$ cat src/rtl/wb_unit_if.sv
// MEM -> WB instruction handshake bundle.
// master = MEM stage (producer), slave = writeback stage (consumer).
interface wb_unit_if #(
    parameter int XLEN     = 32,
    parameter int RF_ABITS = 5
);
    logic                in_valid;
    logic                in_ready;
    logic [XLEN-1:0]     in_pc;
    logic                in_we;
    logic [RF_ABITS-1:0] in_wr;
    logic [1:0]          in_wb_sel;
    logic [2:0]          in_funct3;
    logic [XLEN-1:0]     in_alu_res;
    logic [XLEN-1:0]     in_imm;

    modport master (
        output in_valid, in_pc, in_we, in_wr,
        output in_wb_sel, in_funct3, in_alu_res, in_imm,
        input  in_ready
    );

    modport slave (
        input  in_valid, in_pc, in_we, in_wr,
        input  in_wb_sel, in_funct3, in_alu_res, in_imm,
        output in_ready
    );
endinterface

$ cat src/rtl/wb_unit.sv
// RV32I writeback stage: holds one MEM/WB op, extends load data, drives regfile write.
// Optional WB_TRACE_EN adds debug_wb_* commit trace outputs.
module wb_unit #(
    parameter int XLEN     = 32,
    parameter int RF_ABITS = 5
) (
    input  logic                clk,
    input  logic                rst,
    wb_unit_if.slave            mem,
    input  logic                dm_rvalid,
    input  logic [XLEN-1:0]     dm_rdata,
    output logic                we_reg,
    output logic [RF_ABITS-1:0] wr,
    output logic [XLEN-1:0]     wd,
    output logic                fwd_valid,
    output logic [RF_ABITS-1:0] fwd_wr,
    output logic [XLEN-1:0]     fwd_wd,
`ifdef WB_TRACE_EN
    output logic [XLEN-1:0]     debug_wb_pc,
    output logic [3:0]          debug_wb_rf_we,
    output logic [RF_ABITS-1:0] debug_wb_rf_wnum,
    output logic [XLEN-1:0]     debug_wb_rf_wdata,
`endif
    output logic                ld_pending
);

    typedef enum logic [1:0] {
        EMPTY   = 2'd0,
        WAIT_LD = 2'd1,
        FULL    = 2'd2
    } state_t;

    state_t              state_q, state_d;
    logic [XLEN-1:0]     pc_q, pc_d;
    logic                we_q, we_d;
    logic [RF_ABITS-1:0] wr_q, wr_d;
    logic [2:0]          f3_q, f3_d;
    logic [1:0]          off_q, off_d;
    logic [XLEN-1:0]     res_q, res_d;

    logic                xfer;
    logic [7:0]          ld_byte;
    logic [15:0]         ld_half;
    logic [XLEN-1:0]     ld_ext;
    logic                wr_nz;

    assign wr_nz = (wr_q != '0);

    always_comb begin
        ld_byte = 8'h00;
        unique case (off_q)
            2'd0: ld_byte = dm_rdata[7:0];
            2'd1: ld_byte = dm_rdata[15:8];
            2'd2: ld_byte = dm_rdata[23:16];
            2'd3: ld_byte = dm_rdata[31:24];
            default: ld_byte = 8'h00;
        endcase
        ld_half = off_q[1] ? dm_rdata[31:16] : dm_rdata[15:0];
    end

    // Unknown funct3 falls back to the raw word, same as LW.
    always_comb begin
        ld_ext = dm_rdata;
        case (f3_q)
            3'b000: ld_ext = {{24{ld_byte[7]}}, ld_byte};
            3'b001: ld_ext = {{16{ld_half[15]}}, ld_half};
            3'b100: ld_ext = {24'h0, ld_byte};
            3'b101: ld_ext = {16'h0, ld_half};
            default: ld_ext = dm_rdata;
        endcase
    end

    assign mem.in_ready = (state_q != WAIT_LD);
    assign xfer         = mem.in_valid & mem.in_ready;

    always_comb begin
        state_d = state_q;
        pc_d    = pc_q;
        we_d    = we_q;
        wr_d    = wr_q;
        f3_d    = f3_q;
        off_d   = off_q;
        res_d   = res_q;
        unique case (state_q)
            EMPTY, FULL: begin
                if (xfer) begin
                    pc_d  = mem.in_pc;
                    we_d  = mem.in_we;
                    wr_d  = mem.in_wr;
                    f3_d  = mem.in_funct3;
                    off_d = mem.in_alu_res[1:0];
                    unique case (mem.in_wb_sel)
                        2'd0: res_d = mem.in_alu_res;
                        2'd1: res_d = mem.in_alu_res;
                        2'd2: res_d = mem.in_pc + 32'd4;
                        2'd3: res_d = mem.in_imm;
                        default: res_d = mem.in_alu_res;
                    endcase
                    state_d = (mem.in_wb_sel == 2'd1) ? WAIT_LD : FULL;
                end else begin
                    state_d = EMPTY;
                end
            end
            WAIT_LD: begin
                if (dm_rvalid) begin
                    res_d   = ld_ext;
                    state_d = FULL;
                end
            end
            default: state_d = EMPTY;
        endcase
    end

    always_ff @(posedge clk) begin
        if (rst) begin
            state_q <= EMPTY;
            pc_q    <= '0;
            we_q    <= 1'b0;
            wr_q    <= '0;
            f3_q    <= '0;
            off_q   <= '0;
            res_q   <= '0;
        end else begin
            state_q <= state_d;
            pc_q    <= pc_d;
            we_q    <= we_d;
            wr_q    <= wr_d;
            f3_q    <= f3_d;
            off_q   <= off_d;
            res_q   <= res_d;
        end
    end

    // While a load waits, wr carries rd so ID can compare for the stall.
    assign we_reg     = (state_q == FULL) & we_q & wr_nz;
    assign wr         = (state_q != EMPTY) ? wr_q : '0;
    assign wd         = (state_q == FULL) ? res_q : '0;
    assign fwd_valid  = we_reg;
    assign fwd_wr     = wr;
    assign fwd_wd     = wd;
    assign ld_pending = (state_q == WAIT_LD) & we_q & wr_nz;

`ifdef WB_TRACE_EN
    assign debug_wb_pc       = (state_q == FULL) ? pc_q : '0;
    assign debug_wb_rf_we    = {4{we_reg}};
    assign debug_wb_rf_wnum  = (state_q == FULL) ? wr_q : '0;
    assign debug_wb_rf_wdata = wd;
`endif

endmodule

$ cat src/flat_wrapper.sv
// flat-port wrapper written by rule: the top's interface ports become plain ports
module wb_unit_flat 
#(
    parameter int XLEN     = 32,
    parameter int RF_ABITS = 5
)
  (clk, rst, dm_rvalid, dm_rdata, we_reg, wr, wd, fwd_valid, fwd_wr, fwd_wd, ld_pending, mem_in_valid, mem_in_pc, mem_in_we, mem_in_wr, mem_in_wb_sel, mem_in_funct3, mem_in_alu_res, mem_in_imm, mem_in_ready);
  wb_unit_if #(.XLEN(XLEN), .RF_ABITS(RF_ABITS)) mem_i ();
  input  logic clk;
  input  logic rst;
  input  logic dm_rvalid;
  input  logic [XLEN-1:0] dm_rdata;
  output logic we_reg;
  output logic [RF_ABITS-1:0] wr;
  output logic [XLEN-1:0] wd;
  output logic fwd_valid;
  output logic [RF_ABITS-1:0] fwd_wr;
  output logic [XLEN-1:0] fwd_wd;
  output logic ld_pending;
  input wire logic [$bits(mem_i.in_valid)-1:0] mem_in_valid;
  input wire logic [$bits(mem_i.in_pc)-1:0] mem_in_pc;
  input wire logic [$bits(mem_i.in_we)-1:0] mem_in_we;
  input wire logic [$bits(mem_i.in_wr)-1:0] mem_in_wr;
  input wire logic [$bits(mem_i.in_wb_sel)-1:0] mem_in_wb_sel;
  input wire logic [$bits(mem_i.in_funct3)-1:0] mem_in_funct3;
  input wire logic [$bits(mem_i.in_alu_res)-1:0] mem_in_alu_res;
  input wire logic [$bits(mem_i.in_imm)-1:0] mem_in_imm;
  output wire logic [$bits(mem_i.in_ready)-1:0] mem_in_ready;
  assign mem_i.in_valid = mem_in_valid;
  assign mem_i.in_pc = mem_in_pc;
  assign mem_i.in_we = mem_in_we;
  assign mem_i.in_wr = mem_in_wr;
  assign mem_i.in_wb_sel = mem_in_wb_sel;
  assign mem_i.in_funct3 = mem_in_funct3;
  assign mem_i.in_alu_res = mem_in_alu_res;
  assign mem_i.in_imm = mem_in_imm;
  assign mem_in_ready = mem_i.in_ready;
  wb_unit #(.XLEN(XLEN), .RF_ABITS(RF_ABITS)) u_core (.clk(clk), .rst(rst), .mem(mem_i), .dm_rvalid(dm_rvalid), .dm_rdata(dm_rdata), .we_reg(we_reg), .wr(wr), .wd(wd), .fwd_valid(fwd_valid), .fwd_wr(fwd_wr), .fwd_wd(fwd_wd), .ld_pending(ld_pending));
endmodule
$ cat config.mk
export PLATFORM = sky130hd
export DESIGN_NAME = wb_unit_flat
export DESIGN_NICKNAME = d
export VERILOG_FILES = /design/src/rtl/wb_unit_if.sv /design/src/rtl/wb_unit.sv /design/src/flat_wrapper.sv
export SDC_FILE = /design/constraint.sdc
export NUM_CORES = 1
export LEC_CHECK = 0
export CORE_MARGIN = 8
export CORE_UTILIZATION = 40
export CTS_CLUSTER_SIZE = 10
export DETAILED_ROUTE_END_ITERATION = 16
export GPL_ROUTABILITY_DRIVEN = 1
export GPL_TIMING_DRIVEN = 0
export PLACE_DENSITY = 0.82
export SLEW_MARGIN = 0
export SYNTH_ARGS = -nofsm -noshare
export SYNTH_HDL_FRONTEND = slang
export SYNTH_SLANG_ARGS = --single-unit
export TNS_END_PERCENT = 50
$ cat constraint.sdc
create_clock -name clk -period 2.4 [get_ports clk]
set_input_delay 0.48 -clock clk [delete_from_list [all_inputs] [get_ports clk]]
set_output_delay 0.48 -clock clk [all_outputs]
set_load 0.01 [all_outputs]
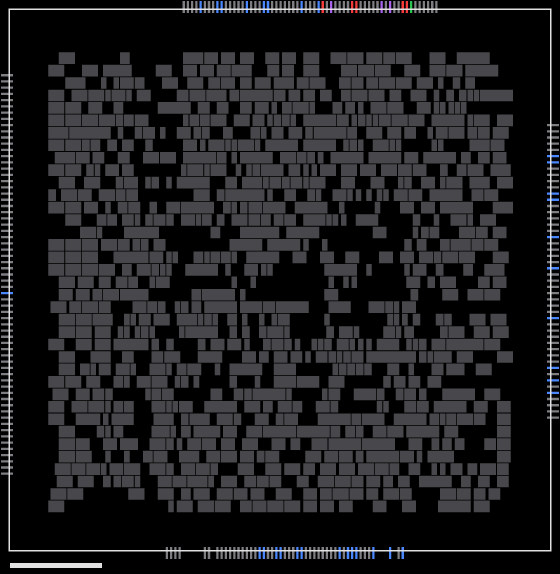
(images/pins.png)
Bar = 20 um. Pins as bars across the die edge, other pins in grey.
Key: purple = `mem_in_funct3` [pins 3, direction input, edge top]; green = `mem_in_ready` [pins 1, direction output, edge top]; red = `wr` [pins 5, direction output, edge top]; blue = `fwd_wd` [pins 32, direction output, edge 13 bottom, 10 right, 8 top, 1 left]
All pins by edge: 65 left, 61 top, 48 right, 47 bottom.
# port buffers: 218
Die X: 118 um
die height: 118 um

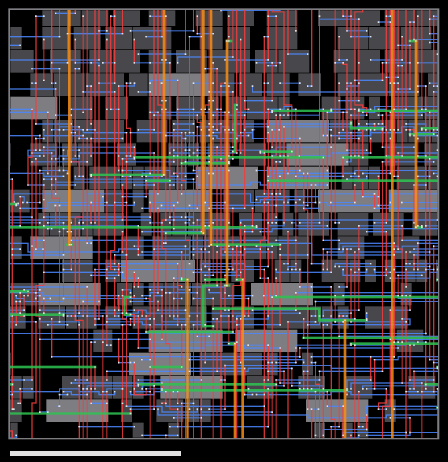
(images/zoom.png)
Bar = 20 um. Window x 34 to 84, y 58 to 108 um. Cells in grey, sequential cells in the stronger grey; small squares are vias.
Key: green = met3; blue = met1; red = met2; orange = met4
Sequential cells in the window: 20. Netlist names of flops here include `u_core.res_q` (11), `u_core.wr_q` (5), `u_core.state_q` (2). 212 logic cells have their middle in the window. Most frequent: nand2_1 (33), clkdlybuf4s50_1 (30), buf_4 (20).

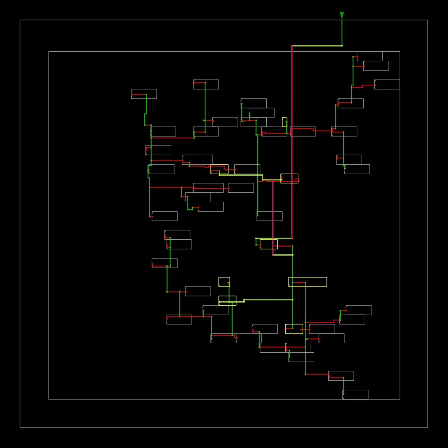
(images/final_clocks.png)
flop count: 45
Worst Clk Skew: 13.1 ps

==> impl_metrics.toml <==
# generated from flow reports
[worst_setup_path]
reg2regPathDepth = 7
endpoint = "u_core.res_q[27]"
regToRegSetupSlack_ps = 90
critical-path-slowest-cell = "clkdlybuf4s50_1"
worstSetupStartpoint = "mem_in_pc[9]"
reg2reg_to = "u_core.res_q[16]"
worst-path-buf-inv = 2
max_stage_delay_ps = 560
crit_cells = 7
path_class = "in2reg"
arrival_ps = 2580
critical-path-top-delay-family = "buffers and inverters"
endpoint_kind = "register"
timing.rr.start = "u_core.off_q[1]"
cp_cell_sequence = "clkdlybuf4s50_1, nand3_4, or4_1, buf_2, o31a_2, o21ai_1, a21oi_1"
worst_setup_path_start_kind = "input port"
critical_path.max_fanout = 8
crit_required_ps = 2590

[synthesis]
top_area_cell = "dfxtp_1"
ys.flop_type = "dfxtp_1"
fp_nets = 719
ys_sh_aoi_pct = 30.8
synth-edff-count = 0
area_leaders = "dfxtp_1 22%, nand2_1 7.9%, buf_4 7.2%, a21oi_1 5.8%, and2_1 5.0%"
simple_gate_area_share_pct = 28.7
seq_area_frac_synth_pct = 21.7
yosysMostFrequentCell = "nand2_1"
top_cell_area_share_pct = 21.7
synthDistinctLibCells = 67
ys_sh_adder_pct = 0.301
mux_share_pct = 3.49
yosysChipArea_um2 = 4160
common_cells = "88 x nand2_1, 48 x a21oi_1, 45 x dfxtp_1"
ys_seq_elements = 45
yosysCellCount = 575
ys_warn_count = 0
xor_share_pct = 2.11
top_logic_kind = "AND-OR/OR-AND gates"
avgSynthCellArea_um2 = 7.23
synthArstFlopShare_pct = 0
synthCells = 575
synth_area_um2 = 4160

[finish]
finalNetCount = 963
top_register = "u_core.res_q"
stdcell_area_um2 = 6990
area_delta_synth_final_pct = 68.0
largest_reg_flops = 32
clkCellAreaFrac_pct = 1.59
final_common_cell = "clkdlybuf4s50_1"
inv_count = 10
final.clkbuf_count = 6
buffers = 324
top_regs = "u_core.res_q: 32 flops, u_core.wr_q: 5 flops, u_core.f3_q: 3 flops"
instances_no_fill = 956
comb_cells = 433
largest_class = "non-clock buffers"
fillers = 899
bufAreaShareNonClock_pct = 41.5
comb_share_pct = 40.9
lay_top_cells = "158 x clkdlybuf4s50_1, 87 x nand2_1, 61 x buf_4"
logic_area_um2 = 2860
layout-drive-gt1-share_pct = 15.7

[power]
pwr-share-seq_pct = 35.1
power_switching_w = 0.000807
p_per_area_nw_per_um2 = 344
clockPowerShare_pct = 25.1
intPower_w = 0.00160
pg_comb_w = 0.000958
p_leak_nw = 3.00
power_leader = "combinational cells"
switching_share_pct = 33.5
power.total_w = 0.00241
pg_clk_w = 0.000604
p_comb_share_pct = 39.8
ir_drop_v = 0.000228

[global_route]
use_met3_pct = 6.24
grt_max_degree = 15
antenna_found_initial = 0
use_met2_pct = 48.0
grt-ovfl-total = 0
top_usage_layer = "met2"
grt.total_usage_pct = 28.2
grt_pass1_vias = 5730

[floorplanning]
tap_cells = 136
boundaryPins = 221
rows = 37
fp_util_pct = 40.6
dieArea_um2 = 13900
core_area_um2 = 10200

[final_timing]
fin_tns_setup_ps = 0
whs_ps = 476
final.period_utilization_pct = 99.7
fmax_ghz = 0.418
relSlewSlack_pct = 58.9
slew_viol_final = 0
period_needed_ps = 2390
layout_setup_ws_ps = 7.28
hold_viol_final = 0
finalSetupViolCount = 0
worst_pin_slew_ps = 616
rsz0062_at_grt = "true"

[route]
drt.antenna.violating_nets = 0
drt_pass1_iterations = 7
drtIter0Drc = 600
dr_wl_met2_mm = 10.2
drcViolationCount = 0
wl_met1_mm = 8.38
via_per_inst = 5.98
route.met3.wl_mm = 1.81
highest_layer = "met4"
wire_per_inst_um = 22.0

[clock_tree]
root_buffer = "clkbuf_8"
htree_levels = 2
post_cts_buffers = 10
path_clk_slew_ps = 100
cts.sinks = 45
hold_buffers = 0
clkLatencyLatePin_ps = 310
clockBufferDepth = 2
cts_tree = "done"
numCtsBuffers = 5
cts-resized-gates = 75

[hold_path]
worstHoldEndpoint = "u_core.wr_q[3]"
worstHoldPathType = "reg2reg"
holdPathStages = 2
min_from = "u_core.wr_q[3]"

[placed_design]
dpl.cell_count = 929
pre_cts_slack_ps = -545
gp_congestion = 0.900
hpwl_mm = 17.0
dpl_cell_area_um2 = 6510

[run_status]
run_status = "finished, final reports clean"

[run]
warnings = 28
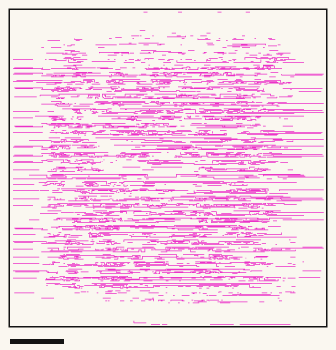
(images/met1.png)
Bar = 20 um.
The layer carries 8380 um of wire. 885 nets have wire on it. The wires run mostly horizontal. The layer holds 40% of the routed length. The longest straight run is 67.2 um.
vias: 5714
met1 usage in global routing: 33.5%
Total Routed Length: 21.1 mm

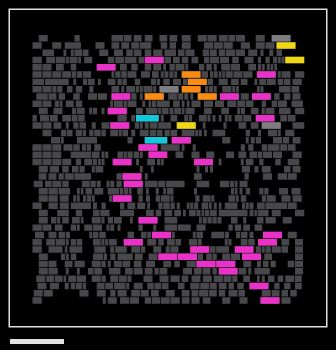
(images/registers.png)
Bar = 20 um. Other sequential cells in the stronger grey, the rest of the logic in the fainter grey.
Key: orange = `u_core.wr_q` [flops 5, where top middle]; yellow = `u_core.f3_q` [flops 3]; cyan = `u_core.state_q` [flops 2]; magenta = `u_core.res_q` [flops 32]
Another 3 sequential cells are not coloured.
sequential share of cell area: 13.0%
Seq power: 0.000844 W
register area: 908 um^2
Core Util, Final: 68.3%

Power figures rest on the tool's default switching activity, not on a simulated workload.
